$ cat src/rtl/mips_pkg.sv
// -----------------------------------------------------------------------------
// mips_pkg
//   Definitions shared by the pipeline controller and the multiply sequencer:
//     mul_state_e    : multiply FSM states (2-bit encoding)
//     ALUOP_MUL      : decoded ALUOp value that requests a multiply
//     MUL_CYCLES_DEF : default number of shift-add iterations
//     ACC_W          : accumulator width (64 when MUL_HI_EN is defined, else 32)
//     mag32()        : two's-complement magnitude of a 32-bit word
//   Configuration macro: MUL_HI_EN
// -----------------------------------------------------------------------------
package mips_pkg;

   typedef enum logic [1:0] {
      MUL_IDLE = 2'd0,
      MUL_RUN  = 2'd1,
      MUL_DONE = 2'd2
   } mul_state_e;

   localparam logic [3:0] ALUOP_MUL      = 4'd8;
   localparam int         MUL_CYCLES_DEF = 32;

`ifdef MUL_HI_EN
   localparam int ACC_W = 64;
`else
   localparam int ACC_W = 32;
`endif

   // 0x80000000 maps to itself, which is the correct unsigned magnitude.
   function automatic logic [31:0] mag32(input logic [31:0] v);
      return v[31] ? (~v + 32'd1) : v;
   endfunction

endpackage

$ cat src/rtl/mul_shift_add.sv
// -----------------------------------------------------------------------------
// mul_shift_add
//   Shift-add multiply datapath: operand registers, accumulator and adder.
//   Ports:
//     clk, rst_n  : clock, asynchronous active-low reset
//     load_i      : latch operands, clear accumulator
//     step_i      : perform one shift-add iteration
//     op_a_i      : multiplicand
//     op_b_i      : multiplier
//     product_o   : accumulated product (sign-corrected when MUL_HI_EN)
//   Configuration macro: MUL_HI_EN (64-bit signed product via magnitudes)
// -----------------------------------------------------------------------------
module mul_shift_add
   import mips_pkg::*;
(
   input  logic             clk,
   input  logic             rst_n,
   input  logic             load_i,
   input  logic             step_i,
   input  logic [31:0]      op_a_i,
   input  logic [31:0]      op_b_i,
   output logic [ACC_W-1:0] product_o
);

   logic [ACC_W-1:0] mcand_q, mcand_d;
   logic [ACC_W-1:0] acc_q,   acc_d;
   logic [31:0]      mplier_q, mplier_d;
`ifdef MUL_HI_EN
   logic             neg_q, neg_d;
`endif

   // NOTE: every signal assigned here gets its hold value first, so no path
   // leaves it unassigned and no latch is inferred.
   always_comb begin
      mcand_d  = mcand_q;
      mplier_d = mplier_q;
      acc_d    = acc_q;
`ifdef MUL_HI_EN
      neg_d    = neg_q;
`endif
      if (load_i) begin
`ifdef MUL_HI_EN
         mcand_d  = ACC_W'(mag32(op_a_i));
         mplier_d = mag32(op_b_i);
         neg_d    = op_a_i[31] ^ op_b_i[31];
`else
         mcand_d  = op_a_i;
         mplier_d = op_b_i;
`endif
         acc_d    = '0;
      end else if (step_i) begin
         if (mplier_q[0]) acc_d = acc_q + mcand_q;
         mcand_d  = mcand_q << 1;
         mplier_d = mplier_q >> 1;
      end
   end

   // NOTE: these are a handful of flops, not a memory array, so all of them
   // are reset; sequential state is updated with non-blocking assignments only.
   always_ff @(posedge clk or negedge rst_n) begin
      if (!rst_n) begin
         mcand_q  <= '0;
         mplier_q <= '0;
         acc_q    <= '0;
`ifdef MUL_HI_EN
         neg_q    <= 1'b0;
`endif
      end else begin
         mcand_q  <= mcand_d;
         mplier_q <= mplier_d;
         acc_q    <= acc_d;
`ifdef MUL_HI_EN
         neg_q    <= neg_d;
`endif
      end
   end

`ifdef MUL_HI_EN
   assign product_o = neg_q ? (~acc_q + 64'd1) : acc_q;
`else
   assign product_o = acc_q;
`endif

endmodule

$ cat src/rtl/mul_sequencer.sv
// -----------------------------------------------------------------------------
// mul_sequencer
//   Multi-cycle MUL unit for the EX stage. Owns the IDLE/RUN/DONE FSM, the
//   iteration counter and the pipeline handshake; the arithmetic lives in
//   mul_shift_add. Start-to-Done latency is MUL_CYCLES+1 cycles.
//   Ports:
//     Clk, Reset_n : clock, asynchronous active-low reset
//     Start        : multiply request (ignored unless IDLE)
//     OpA, OpB     : multiplicand, multiplier
//     Flush        : abort; wins over Start
//     Stall        : freezes upstream pipeline while the multiply is pending
//     Busy         : high in RUN
//     Done         : one-cycle pulse, Result valid
//     Result       : low word of product, held until the next completion
//     Hi           : high word of signed product (MUL_HI_EN only)
//   Configuration macro: MUL_HI_EN
// -----------------------------------------------------------------------------
module mul_sequencer
   import mips_pkg::*;
#(
   parameter int MUL_CYCLES = MUL_CYCLES_DEF
) (
   input  logic        Clk,
   input  logic        Reset_n,
   input  logic        Start,
   input  logic [31:0] OpA,
   input  logic [31:0] OpB,
   input  logic        Flush,
   output logic        Stall,
   output logic        Busy,
   output logic        Done,
`ifdef MUL_HI_EN
   output logic [31:0] Hi,
`endif
   output logic [31:0] Result
);

   localparam int               CNT_W    = $clog2(MUL_CYCLES + 1);
   localparam logic [CNT_W-1:0] CNT_LAST = CNT_W'(MUL_CYCLES - 1);

   mul_state_e       state_q, state_d;
   logic [CNT_W-1:0] cnt_q, cnt_d;
   logic [31:0]      result_q;
`ifdef MUL_HI_EN
   logic [31:0]      hi_q;
`endif
   logic             load, step, accept;
   logic [ACC_W-1:0] product;

   assign accept = (state_q == MUL_IDLE) && Start && !Flush;

   always_comb begin
      state_d = state_q;
      cnt_d   = cnt_q;
      load    = 1'b0;
      step    = 1'b0;
      unique case (state_q)
         MUL_IDLE: if (accept) begin
            load    = 1'b1;
            cnt_d   = '0;
            state_d = MUL_RUN;
         end
         MUL_RUN: begin
            step  = 1'b1;
            cnt_d = cnt_q + 1'b1;
            if (cnt_q == CNT_LAST) state_d = MUL_DONE;
         end
         MUL_DONE: state_d = MUL_IDLE;
         default:  state_d = MUL_IDLE;
      endcase
      if (Flush) begin
         state_d = MUL_IDLE;
         step    = 1'b0;
      end
   end

   always_ff @(posedge Clk or negedge Reset_n) begin
      if (!Reset_n) begin
         state_q  <= MUL_IDLE;
         cnt_q    <= '0;
         result_q <= '0;
`ifdef MUL_HI_EN
         hi_q     <= '0;
`endif
      end else begin
         state_q <= state_d;
         cnt_q   <= cnt_d;
         if (Done) begin
            result_q <= product[31:0];
`ifdef MUL_HI_EN
            hi_q     <= product[63:32];
`endif
         end
      end
   end

   mul_shift_add u_dp (
      .clk       (Clk),
      .rst_n     (Reset_n),
      .load_i    (load),
      .step_i    (step),
      .op_a_i    (OpA),
      .op_b_i    (OpB),
      .product_o (product)
   );

   // Reset_n gates the accept term so Stall is low during reset even if a
   // request is already on Start.
   assign Stall  = Reset_n && !Flush && (accept || state_q == MUL_RUN);
   assign Busy   = (state_q == MUL_RUN);
   assign Done   = (state_q == MUL_DONE) && !Flush;
   // The product is presented straight from the datapath in the Done cycle,
   // so a Flush in DONE leaves the held value untouched.
   assign Result = Done ? product[31:0] : result_q;
`ifdef MUL_HI_EN
   assign Hi     = Done ? product[63:32] : hi_q;
`endif

endmodule
$ cat config.mk
export PLATFORM = sky130hd
export DESIGN_NAME = mul_sequencer
export DESIGN_NICKNAME = d
export VERILOG_FILES = /design/src/rtl/mips_pkg.sv /design/src/rtl/mul_shift_add.sv /design/src/rtl/mul_sequencer.sv
export SDC_FILE = /design/constraint.sdc
export NUM_CORES = 1
export LEC_CHECK = 0
export CORE_UTILIZATION = 45
export CTS_CLUSTER_DIAMETER = 50
export DETAILED_ROUTE_END_ITERATION = 7
export DONT_BUFFER_PORTS = 1
export PLACE_DENSITY_LB_ADDON = 0.1
export RECOVER_POWER = 100
export REMOVE_ABC_BUFFERS = 1
export SLEW_MARGIN = 5
export SYNTH_ARGS = -nofsm -noshare
export SYNTH_HDL_FRONTEND = slang
export SYNTH_SLANG_ARGS = --single-unit
$ cat constraint.sdc
create_clock -name Clk -period 3.7 [get_ports Clk]
set_input_delay 1.11 -clock Clk [delete_from_list [all_inputs] [get_ports Clk]]
set_output_delay 1.11 -clock Clk [all_outputs]
set_load 0.005 [all_outputs]
Placed standard cells:
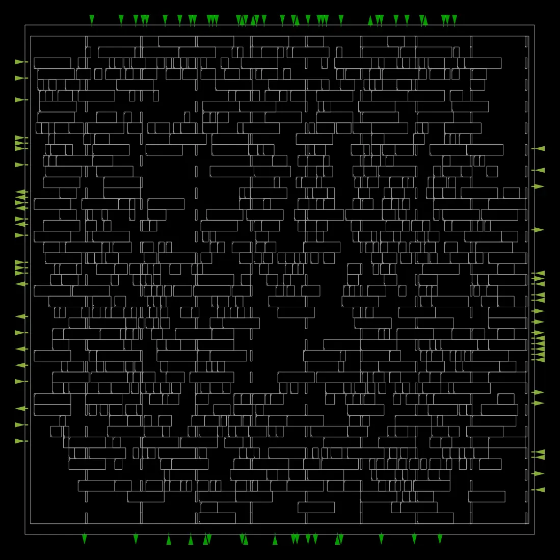
area inside the core boundary: 15300 µm²
sequential share of cell area: 42.7%
FILL cells: 1415
Finished Core Util: 52.1%
row count: 45

Ports around the boundary:
Scale bar: 50 µm. Pins as bars across the die edge, other pins in gray.
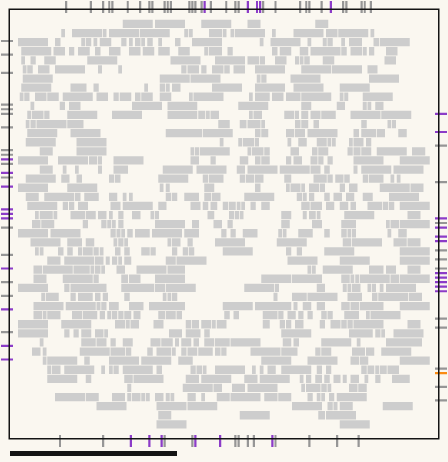
[OpA] purple | pins: 32 | direction: input | edge: 11 right, 10 left, 6 bottom, 5 top
[Flush] orange | pins: 1 | direction: input | edge: right
all pins by edge: 36 top, 26 left, 23 right, 18 bottom
chip width: 128 µm
height of the die: 128 µm
IO buf count: 0

Met3 routing:
Scale bar: 50 µm.
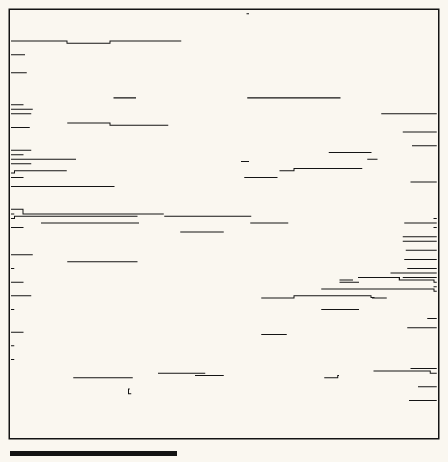
share of all routed wire: 5.2%
longest straight run: 41.9 µm
number of vias after detailed routing: 5219
WL final: 16200 µm
met3 usage in global routing: 5.72%

Cells by drive strength:
Scale bar: 50 µm.
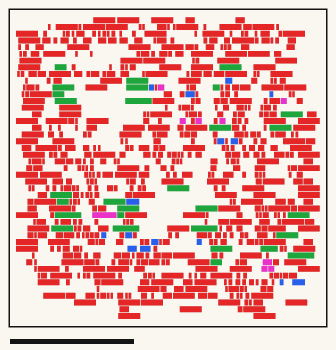
[_2 cells] blue | cells: 15 | share: 2.1% | most used: a31o_2
[_3 and _4 cells] magenta | cells: 9 | share: 1.3% | most used: buf_4
[_6 and larger] green | cells: 29 | share: 4.1% | most used: clkbuf_16
[_0 and _1 cells] red | cells: 662 | share: 93% | most used: dfrtp_1
area added between synthesis and finish: 11.7%
post-route setup slack: 0.435 ns
Plain + repair buffers: 8
finished layout cell area: 7970 µm²

Wiring by layer:
Scale bar: 50 µm.
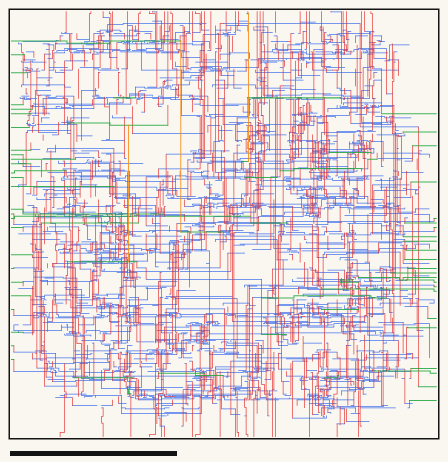
[metal 3] green | wire length: 839 µm
[metal 2] red | wire length: 7570 µm
[metal 1] blue | wire length: 7660 µm
[metal 4] orange | wire length: 142 µm
Tot GR Track Use: 21.4%
per-cell routed wire length: 17.5 µm

==> results.txt <==
flow finished, numbers: post-synthesis xor/xnor area fraction=2.45%, number of maximum-capacitance constraint violations=2, met2 capacity usage during global routing=33.8%, number of non-clock inverters=8, final-report max-slew violation count=128, Layout Skew=0.0124 ns, gate count after technology mapping=715, count of endpoints failing setup in the final report=0, Most Crowded Layer GR=met2, worst setup path class=reg2reg, Top power group=sequential cells, Clock-cell share=8.43%, Leak Pwr=3.74 nW, total count of hold-check failures in the final report=0, most used flip-flop cell after synthesis=sky130_fd_sc_hd__dfrtp_1, number of vias per cell=5.64, Placement Setup Slack=0.572 ns, number of violations reported at the end of detailed-routing iteration 0=383, global placer's final weighted congestion=0.843, total net switching power=0.00164 W, relative max-transition margin=-24.4%, logic depth of the worst setup path including buffers=10, buffering stage count on the worst path with inverters included=0, unrepaired setup endpoints after global routing=no, Layout Cells excl Fill=926, CP max stage delay=0.45 ns, yosys cell count=715, Antenna Diode Count=0, CTS sink count=136, outcome=complete, but fails checks, largest area contributor in the netlist=sky130_fd_sc_hd__dfrtp_1, share of flip-flops with an asynchronous set or reset=100%, end of the worst register-to-register path=u_dp.product_o[30]$_DFFE_PN0P_, DRC Markers=0, logic share of the area=44.4%, series of cell instances along the critical path=ha_1 > fa_1 > a211oi_1 > o21bai_1 > a211o_1 > a32o_1 > o2111ai_2 > a21oi_1 > o21a_1 > o31ai_1, violations in the final reports=capacitance limit, slew limit, post-synth design cell area=7140 µm², CP Data Arrival Time=3.58 ns, number of placed instances with taps included=894, Well Taps=211, sequential fraction of the synthesis area=47.7%, Yosys warning total=0, layout buffering overhead excluding clock cells=0.832%, largest vdd supply drop=0.345 mV, power density normalized to cell area=660 nW/µm², end of the critical path=u_dp.product_o[30]$_DFFE_PN0P_, Comb group=0.00129 W, power share of the combinational group=24.6%
No activity file was given, so power comes from the tool's default toggle rates.
